## src/rtl/lsu_axil_master_if.sv

```systemverilog
// AXI4-Lite channel bundle between the LSU initiator (master) and the crossbar (slave).
interface lsu_axil_master_if #(
  parameter int ADDR_WIDTH = 32,
  parameter int DATA_WIDTH = 32
);
  localparam int STRB_WIDTH = DATA_WIDTH / 8;

  logic [ADDR_WIDTH-1:0] araddr;
  logic                  arvalid;
  logic                  arready;
  logic [DATA_WIDTH-1:0] rdata;
  logic [1:0]            rresp;
  logic                  rvalid;
  logic                  rready;
  logic [ADDR_WIDTH-1:0] awaddr;
  logic                  awvalid;
  logic                  awready;
  logic [DATA_WIDTH-1:0] wdata;
  logic [STRB_WIDTH-1:0] wstrb;
  logic                  wvalid;
  logic                  wready;
  logic [1:0]            bresp;
  logic                  bvalid;
  logic                  bready;

  modport master (
    output araddr, arvalid, rready, awaddr, awvalid, wdata, wstrb, wvalid, bready,
    input  arready, rdata, rresp, rvalid, awready, wready, bresp, bvalid
  );

  modport slave (
    input  araddr, arvalid, rready, awaddr, awvalid, wdata, wstrb, wvalid, bready,
    output arready, rdata, rresp, rvalid, awready, wready, bresp, bvalid
  );
endinterface

```

## src/rtl/lsu_axil_master.sv

```systemverilog
// Single-outstanding AXI4-Lite initiator for LSU loads/stores; all bus and response outputs registered.
// Optional LSU_ALIGN_CHECK_EN rejects misaligned requests locally without touching the bus.
module lsu_axil_master #(
  parameter int ADDR_WIDTH = 32,
  parameter int DATA_WIDTH = 32
) (
  input  logic                    clk,
  input  logic                    resetn,
  input  logic                    req_valid,
  output logic                    req_ready,
  input  logic                    req_we,
  input  logic [ADDR_WIDTH-1:0]   req_addr,
  input  logic [DATA_WIDTH-1:0]   req_wdata,
  input  logic [DATA_WIDTH/8-1:0] req_wstrb,
  output logic                    rsp_valid,
  input  logic                    rsp_ready,
  output logic [DATA_WIDTH-1:0]   rsp_rdata,
  output logic                    rsp_err,
  lsu_axil_master_if.master       axi
);
  localparam int STRB_WIDTH = DATA_WIDTH / 8;

  typedef enum logic [2:0] {
    IDLE    = 3'd0,
    RD_ADDR = 3'd1,
    RD_DATA = 3'd2,
    WR_REQ  = 3'd3,
    WR_RESP = 3'd4,
    RESP    = 3'd5
  } state_t;

  state_t state_r;
  logic   aw_done_r;
  logic   w_done_r;
  logic   accept_s;
  logic   aw_now_s;
  logic   w_now_s;
  logic   bad_align_s;

  // SLVERR and DECERR both report as a bus error.
  function automatic logic resp_is_error(input logic [1:0] resp);
    return (resp == 2'b10) || (resp == 2'b11);
  endfunction

`ifdef LSU_ALIGN_CHECK_EN
  // Byte stores may land anywhere; halfword stores need an even address.
  function automatic logic misaligned(input logic we, input logic [1:0] lsb,
                                      input logic [STRB_WIDTH-1:0] strb);
    logic result;
    if (lsb == 2'b00) begin
      result = 1'b0;
    end else if (!we) begin
      result = 1'b1;
    end else if ($onehot(strb)) begin
      result = 1'b0;
    end else if (!lsb[0] && ((strb == STRB_WIDTH'(4'b0011)) || (strb == STRB_WIDTH'(4'b1100)))) begin
      result = 1'b0;
    end else begin
      result = 1'b1;
    end
    return result;
  endfunction

  assign bad_align_s = misaligned(req_we, req_addr[1:0], req_wstrb);
`else
  assign bad_align_s = 1'b0;
`endif

  assign req_ready = resetn && (state_r == IDLE);
  assign accept_s  = req_valid && req_ready;
  assign aw_now_s  = aw_done_r || (axi.awvalid && axi.awready);
  assign w_now_s   = w_done_r  || (axi.wvalid  && axi.wready);

  // Transaction FSM with registered bus and response outputs.
  always_ff @(posedge clk) begin
    if (!resetn) begin
      state_r     <= IDLE;
      aw_done_r   <= 1'b0;
      w_done_r    <= 1'b0;
      axi.araddr  <= '0;
      axi.arvalid <= 1'b0;
      axi.rready  <= 1'b0;
      axi.awaddr  <= '0;
      axi.awvalid <= 1'b0;
      axi.wdata   <= '0;
      axi.wstrb   <= '0;
      axi.wvalid  <= 1'b0;
      axi.bready  <= 1'b0;
      rsp_valid   <= 1'b0;
      rsp_rdata   <= '0;
      rsp_err     <= 1'b0;
    end else begin
      case (state_r)
        IDLE: begin
          if (accept_s) begin
            if (bad_align_s) begin
              rsp_valid <= 1'b1;
              rsp_err   <= 1'b1;
              rsp_rdata <= '0;
              state_r   <= RESP;
            end else if (req_we) begin
              axi.awaddr  <= req_addr;
              axi.wdata   <= req_wdata;
              axi.wstrb   <= req_wstrb;
              axi.awvalid <= 1'b1;
              axi.wvalid  <= 1'b1;
              aw_done_r   <= 1'b0;
              w_done_r    <= 1'b0;
              state_r     <= WR_REQ;
            end else begin
              axi.araddr  <= req_addr;
              axi.arvalid <= 1'b1;
              state_r     <= RD_ADDR;
            end
          end
        end
        RD_ADDR: begin
          if (axi.arready) begin
            axi.arvalid <= 1'b0;
            axi.rready  <= 1'b1;
            state_r     <= RD_DATA;
          end
        end
        RD_DATA: begin
          if (axi.rvalid) begin
            axi.rready <= 1'b0;
            rsp_rdata  <= axi.rdata;
            rsp_err    <= resp_is_error(axi.rresp);
            rsp_valid  <= 1'b1;
            state_r    <= RESP;
          end
        end
        WR_REQ: begin
          // AW and W retire independently; the done flags remember which already went.
          if (axi.awready) begin
            axi.awvalid <= 1'b0;
          end
          if (axi.wready) begin
            axi.wvalid <= 1'b0;
          end
          aw_done_r <= aw_now_s;
          w_done_r  <= w_now_s;
          if (aw_now_s && w_now_s) begin
            axi.bready <= 1'b1;
            aw_done_r  <= 1'b0;
            w_done_r   <= 1'b0;
            state_r    <= WR_RESP;
          end
        end
        WR_RESP: begin
          if (axi.bvalid) begin
            axi.bready <= 1'b0;
            rsp_rdata  <= '0;
            rsp_err    <= resp_is_error(axi.bresp);
            rsp_valid  <= 1'b1;
            state_r    <= RESP;
          end
        end
        RESP: begin
          if (rsp_ready) begin
            rsp_valid <= 1'b0;
            state_r   <= IDLE;
          end
        end
        default: begin
          axi.arvalid <= 1'b0;
          axi.rready  <= 1'b0;
          axi.awvalid <= 1'b0;
          axi.wvalid  <= 1'b0;
          axi.bready  <= 1'b0;
          rsp_valid   <= 1'b0;
          aw_done_r   <= 1'b0;
          w_done_r    <= 1'b0;
          state_r     <= IDLE;
        end
      endcase
    end
  end
endmodule

```

## src/flat_wrapper.sv

```systemverilog
// flat-port wrapper written by rule: the top's interface ports become plain ports
module lsu_axil_master_flat 
#(
  parameter int ADDR_WIDTH = 32,
  parameter int DATA_WIDTH = 32
)
  (clk, resetn, req_valid, req_ready, req_we, req_addr, req_wdata, req_wstrb, rsp_valid, rsp_ready, rsp_rdata, rsp_err, axi_araddr, axi_arvalid, axi_rready, axi_awaddr, axi_awvalid, axi_wdata, axi_wstrb, axi_wvalid, axi_bready, axi_arready, axi_rdata, axi_rresp, axi_rvalid, axi_awready, axi_wready, axi_bresp, axi_bvalid);
  lsu_axil_master_if #(.ADDR_WIDTH(ADDR_WIDTH), .DATA_WIDTH(DATA_WIDTH)) axi_i ();
  input  logic clk;
  input  logic resetn;
  input  logic req_valid;
  output logic req_ready;
  input  logic req_we;
  input  logic [ADDR_WIDTH-1:0] req_addr;
  input  logic [DATA_WIDTH-1:0] req_wdata;
  input  logic [DATA_WIDTH/8-1:0] req_wstrb;
  output logic rsp_valid;
  input  logic rsp_ready;
  output logic [DATA_WIDTH-1:0] rsp_rdata;
  output logic rsp_err;
  output wire logic [$bits(axi_i.araddr)-1:0] axi_araddr;
  output wire logic [$bits(axi_i.arvalid)-1:0] axi_arvalid;
  output wire logic [$bits(axi_i.rready)-1:0] axi_rready;
  output wire logic [$bits(axi_i.awaddr)-1:0] axi_awaddr;
  output wire logic [$bits(axi_i.awvalid)-1:0] axi_awvalid;
  output wire logic [$bits(axi_i.wdata)-1:0] axi_wdata;
  output wire logic [$bits(axi_i.wstrb)-1:0] axi_wstrb;
  output wire logic [$bits(axi_i.wvalid)-1:0] axi_wvalid;
  output wire logic [$bits(axi_i.bready)-1:0] axi_bready;
  input wire logic [$bits(axi_i.arready)-1:0] axi_arready;
  input wire logic [$bits(axi_i.rdata)-1:0] axi_rdata;
  input wire logic [$bits(axi_i.rresp)-1:0] axi_rresp;
  input wire logic [$bits(axi_i.rvalid)-1:0] axi_rvalid;
  input wire logic [$bits(axi_i.awready)-1:0] axi_awready;
  input wire logic [$bits(axi_i.wready)-1:0] axi_wready;
  input wire logic [$bits(axi_i.bresp)-1:0] axi_bresp;
  input wire logic [$bits(axi_i.bvalid)-1:0] axi_bvalid;
  assign axi_araddr = axi_i.araddr;
  assign axi_arvalid = axi_i.arvalid;
  assign axi_rready = axi_i.rready;
  assign axi_awaddr = axi_i.awaddr;
  assign axi_awvalid = axi_i.awvalid;
  assign axi_wdata = axi_i.wdata;
  assign axi_wstrb = axi_i.wstrb;
  assign axi_wvalid = axi_i.wvalid;
  assign axi_bready = axi_i.bready;
  assign axi_i.arready = axi_arready;
  assign axi_i.rdata = axi_rdata;
  assign axi_i.rresp = axi_rresp;
  assign axi_i.rvalid = axi_rvalid;
  assign axi_i.awready = axi_awready;
  assign axi_i.wready = axi_wready;
  assign axi_i.bresp = axi_bresp;
  assign axi_i.bvalid = axi_bvalid;
  lsu_axil_master #(.ADDR_WIDTH(ADDR_WIDTH), .DATA_WIDTH(DATA_WIDTH)) u_core (.clk(clk), .resetn(resetn), .req_valid(req_valid), .req_ready(req_ready), .req_we(req_we), .req_addr(req_addr), .req_wdata(req_wdata), .req_wstrb(req_wstrb), .rsp_valid(rsp_valid), .rsp_ready(rsp_ready), .rsp_rdata(rsp_rdata), .rsp_err(rsp_err), .axi(axi_i));
endmodule
```

## config.mk

```make
export PLATFORM = sky130hd
export DESIGN_NAME = lsu_axil_master_flat
export DESIGN_NICKNAME = d
export VERILOG_FILES = /design/src/rtl/lsu_axil_master_if.sv /design/src/rtl/lsu_axil_master.sv /design/src/flat_wrapper.sv
export SDC_FILE = /design/constraint.sdc
export NUM_CORES = 1
export LEC_CHECK = 0
export ABC_CLOCK_PERIOD_IN_PS = 5220
export CORE_MARGIN = 2
export CORE_UTILIZATION = 44
export CTS_CLUSTER_DIAMETER = 120
export DETAILED_ROUTE_END_ITERATION = 7
export MAX_ROUTING_LAYER = met4
export PLACE_DENSITY = 0.94
export SKIP_CTS_REPAIR_TIMING = 1
export SYNTH_ARGS = -nofsm -noshare
export SYNTH_HDL_FRONTEND = slang
export SYNTH_SLANG_ARGS = --single-unit
```

## constraint.sdc

```tcl
create_clock -name clk -period 5.22 [get_ports clk]
set_clock_uncertainty 0.2 [all_clocks]
set_input_delay 0.522 -clock clk [delete_from_list [all_inputs] [get_ports clk]]
set_output_delay 0.522 -clock clk [all_outputs]
set_load 0.02 [all_outputs]
```

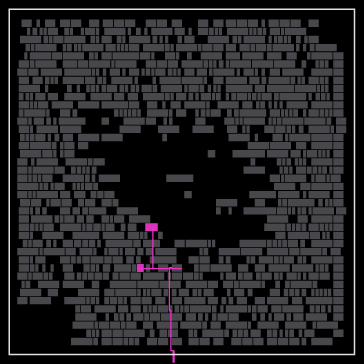
port_trees.png
Scale: 3 px per µm.
legend:
  axi_bvalid:
    color: magenta
    direction: input
    end_cells: 2
    buffers: 1
    wire: 59.4 µm

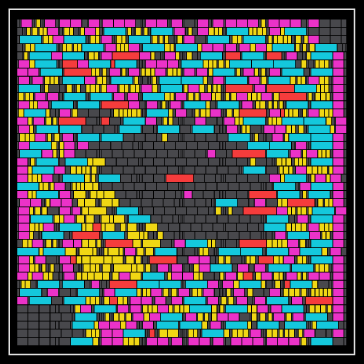
class_map.png
Scale: 3 px per µm. Fill, decap, tap and diode cells in gray.
legend:
  registers:
    color: cyan
    cells: 144
    share_of_their_area: 35%
  remaining buffers and delay cells:
    color: magenta
    cells: 256
    share_of_their_area: 31%
  remaining logic cells:
    color: yellow
    cells: 474
    share_of_their_area: 27%
  clock drivers and dummy loads:
    color: red
    cells: 32
    share_of_their_area: 7.2%

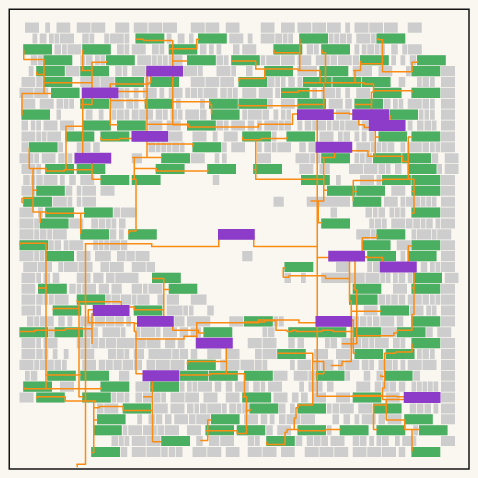
clock_wires.png
Scale: 4 px per µm.
legend:
  clock wires:
    color: orange
    length: 1730 µm
  flip-flops:
    color: green
    count: 144
  clock-net drivers:
    color: purple
    count: 17
flops lie: spread over the die

==> run summary <==
yosys + openroad results -> antenna violations before repair 0, register share of total power 38.6%, met3 Use GR 7.36%, relative slew slack between 20 and 25%, Vias 5415, clock network area share under 10%, post-synthesis area per instance 8.02 µm², Sequential Area ~2900 µm², Commonest flop dfxtp_1, top cells by count, synth nand2_1, dfxtp_1, a21oi_1, nand3_1, clkbuf_1, CP arrival 2340 ps, Top area cell types dfxtp_1, nand2_1, a21oi_1, fin crit share between 50% and 60%, number of instances in the placed design about 1000, final hold slack 249 ps, reg2reg path depth 5, fin nets between 1000 and 1500, Post-DP HPWL around 11 mm, Well Taps 147, clock buffer depth 2, fin. max-slew vios 0, die height 115 µm, critical path's most frequent cell clkdlybuf4s50_1, Post-synth mux share 0.582%, Critical path origin resetn, unrepaired setup endpoints after global routing no, CP Cell Sequence clkdlybuf4s50_1 > inv_4 > nor2_1 > clkdlybuf4s50_1, Max power group sequential cells, sw power 0.00103 W, Num Clock Sinks about 140, r2r setup slk 2600 ps, complex-gate fraction of the synthesized area 16.9%, adder-cell share of the synthesized area 0.465%, Log Warnings 29, P_int 0.00235 W, CP startpoint kind input port, cells in synth_stat.txt about 670, VDD IR-drop max 0.256 mV, HP Class reg2reg, met2 routed WL between 8 and 9 mm, die area 13100 µm², crit path max fanout 51, most common cell after layout, fill and taps aside clkdlybuf4s50_1, Comb area about 2200 µm², Final Cell Area ~8400 µm², critical hold path startpoint u_core.rsp_rdata[5], critical path's slowest cell clkdlybuf4s50_1, DRT antenna net count 0, drc violations 0, Synth Seq Share 53.6%, largest net degree at the start of global routing 92, synthesis area per yosys 5380 µm², num ports 254, met2 usage 43.1%, Remaining Overflow, GRT 0, CTS tree yes, Reg clk slew, reported paths around 60 ps, number of logic gates ~470, H-Tree Depth 4, final setup vio count 0, setup TNS 0 ps, outcome finished, final reports clean, Root Driver clkbuf_16, comb pwr 0.000867 W, post-layout worst setup margin 2160 ps, Port-buffer cells 251, layout cells sized above 1 a little over 5%, simple share 23.1%, initial DRC count 366, total track usage 25.3%, Top Metal Used met4, P_seq between 0.001 and 0.0015 W, Hold Path End u_core.rsp_rdata[5], gr busiest metal met2, routing usage on met1 ~27%, met3 wire length ~1.0 mm, inverters 5, Critical path buffers and inverters 3, power per cell area 400 nW/µm², Top cell area share 53.6%, slowest stage delay, CP 700 ps, Cell Area, Placed 7850 µm², Layout fillers 878, sequential cell area share 34.1%, Final Util 70.6%, drt total wl 16.2 mm, Die Wd 115 µm, most common cell in the netlist nand2_1, non-clk buf share 30.2%, f_max 0.327 GHz, max cap viols 0, routability cong. 0.827, logic share of the area approximately a quarter, async set-or-reset flop fraction in the synthesized netlist 0%, synthesis-to-finish area growth 57.0%, slew at the pin closest to its max-slew limit 1150 ps, Via density 5.14, main logic family after synthesis simple AND/OR/NAND/NOR gates, Reg2Reg Launch Point u_core.state_r[0], CP endpoint req_ready, Yosys warnings 0, row cnt 40, Crit. End Element output pin, Critical Path RT 4500 ps, Power, Total 0.00338 W, xor/xnor share 0%, Worst Setup Path Type in2out, Antenna Cells 0, fin crit period a little over 3000 ps, CORE AREA roughly 12000 µm², leading area contributor after synthesis dfxtp_1, routed len/inst between 15 and 20 µm, Pre-Place Util approximately 45%, cell area after synthesis 5380 µm², first-pass iteration count of the detailed router 5, Pleak 2.91 nW, WHS Path Cells 2, Post-Syn Nets 787, Non-clk bufs between 200 and 300, vias in the first global route about 5300, Post-synth EDFFs 0, Sw Ratio 30.5%, first-pass GRT wire length 25.3 mm, fin cells 1053, Levels on crit path 4, Mapped Cells around 670, most numerous logic cells after layout clkdlybuf4s50_1, nand2_1, dfxtp_1, a21oi_1, nand3_1, Distinct cells, synth 45, Max-area cell class flip-flops and latches, Comb power frac 25.7%, clock power share 35.8%, R2R Path End u_core.axi.wdata[4], Yosys reg bits 144, Fin. Hold Viols 0, WL met1 6.46 mm, dpl ws 1920 ps, critical path's top delay family buffers and inverters
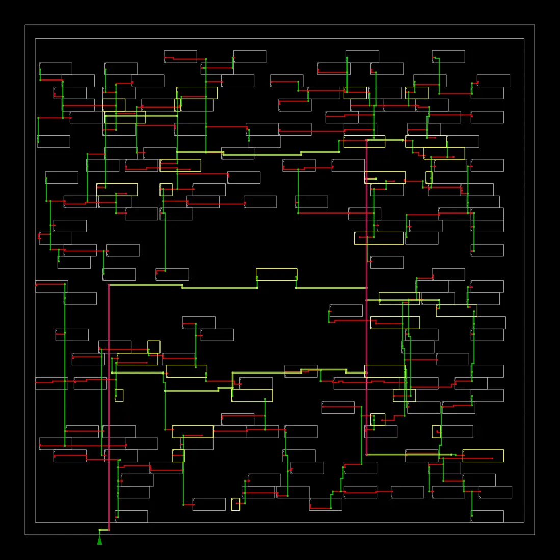
clock_nets.png
clk pwr: 0.00121 W
clock buffer count from CTS: 17
CLK BUF: 23
flop count: 144
Latency at later pin: 410 ps

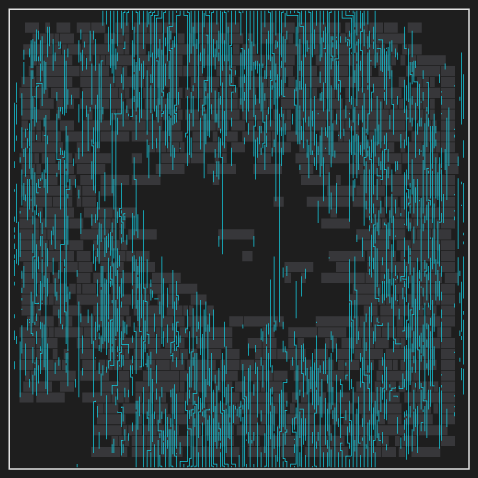
m2.png
Scale: 4 px per µm.
wire length on this layer: 8250 µm
nets with wire on the layer: 845
main direction: vertical
share of all routed wire: 51%

Power is estimated from default activity; no workload was simulated.
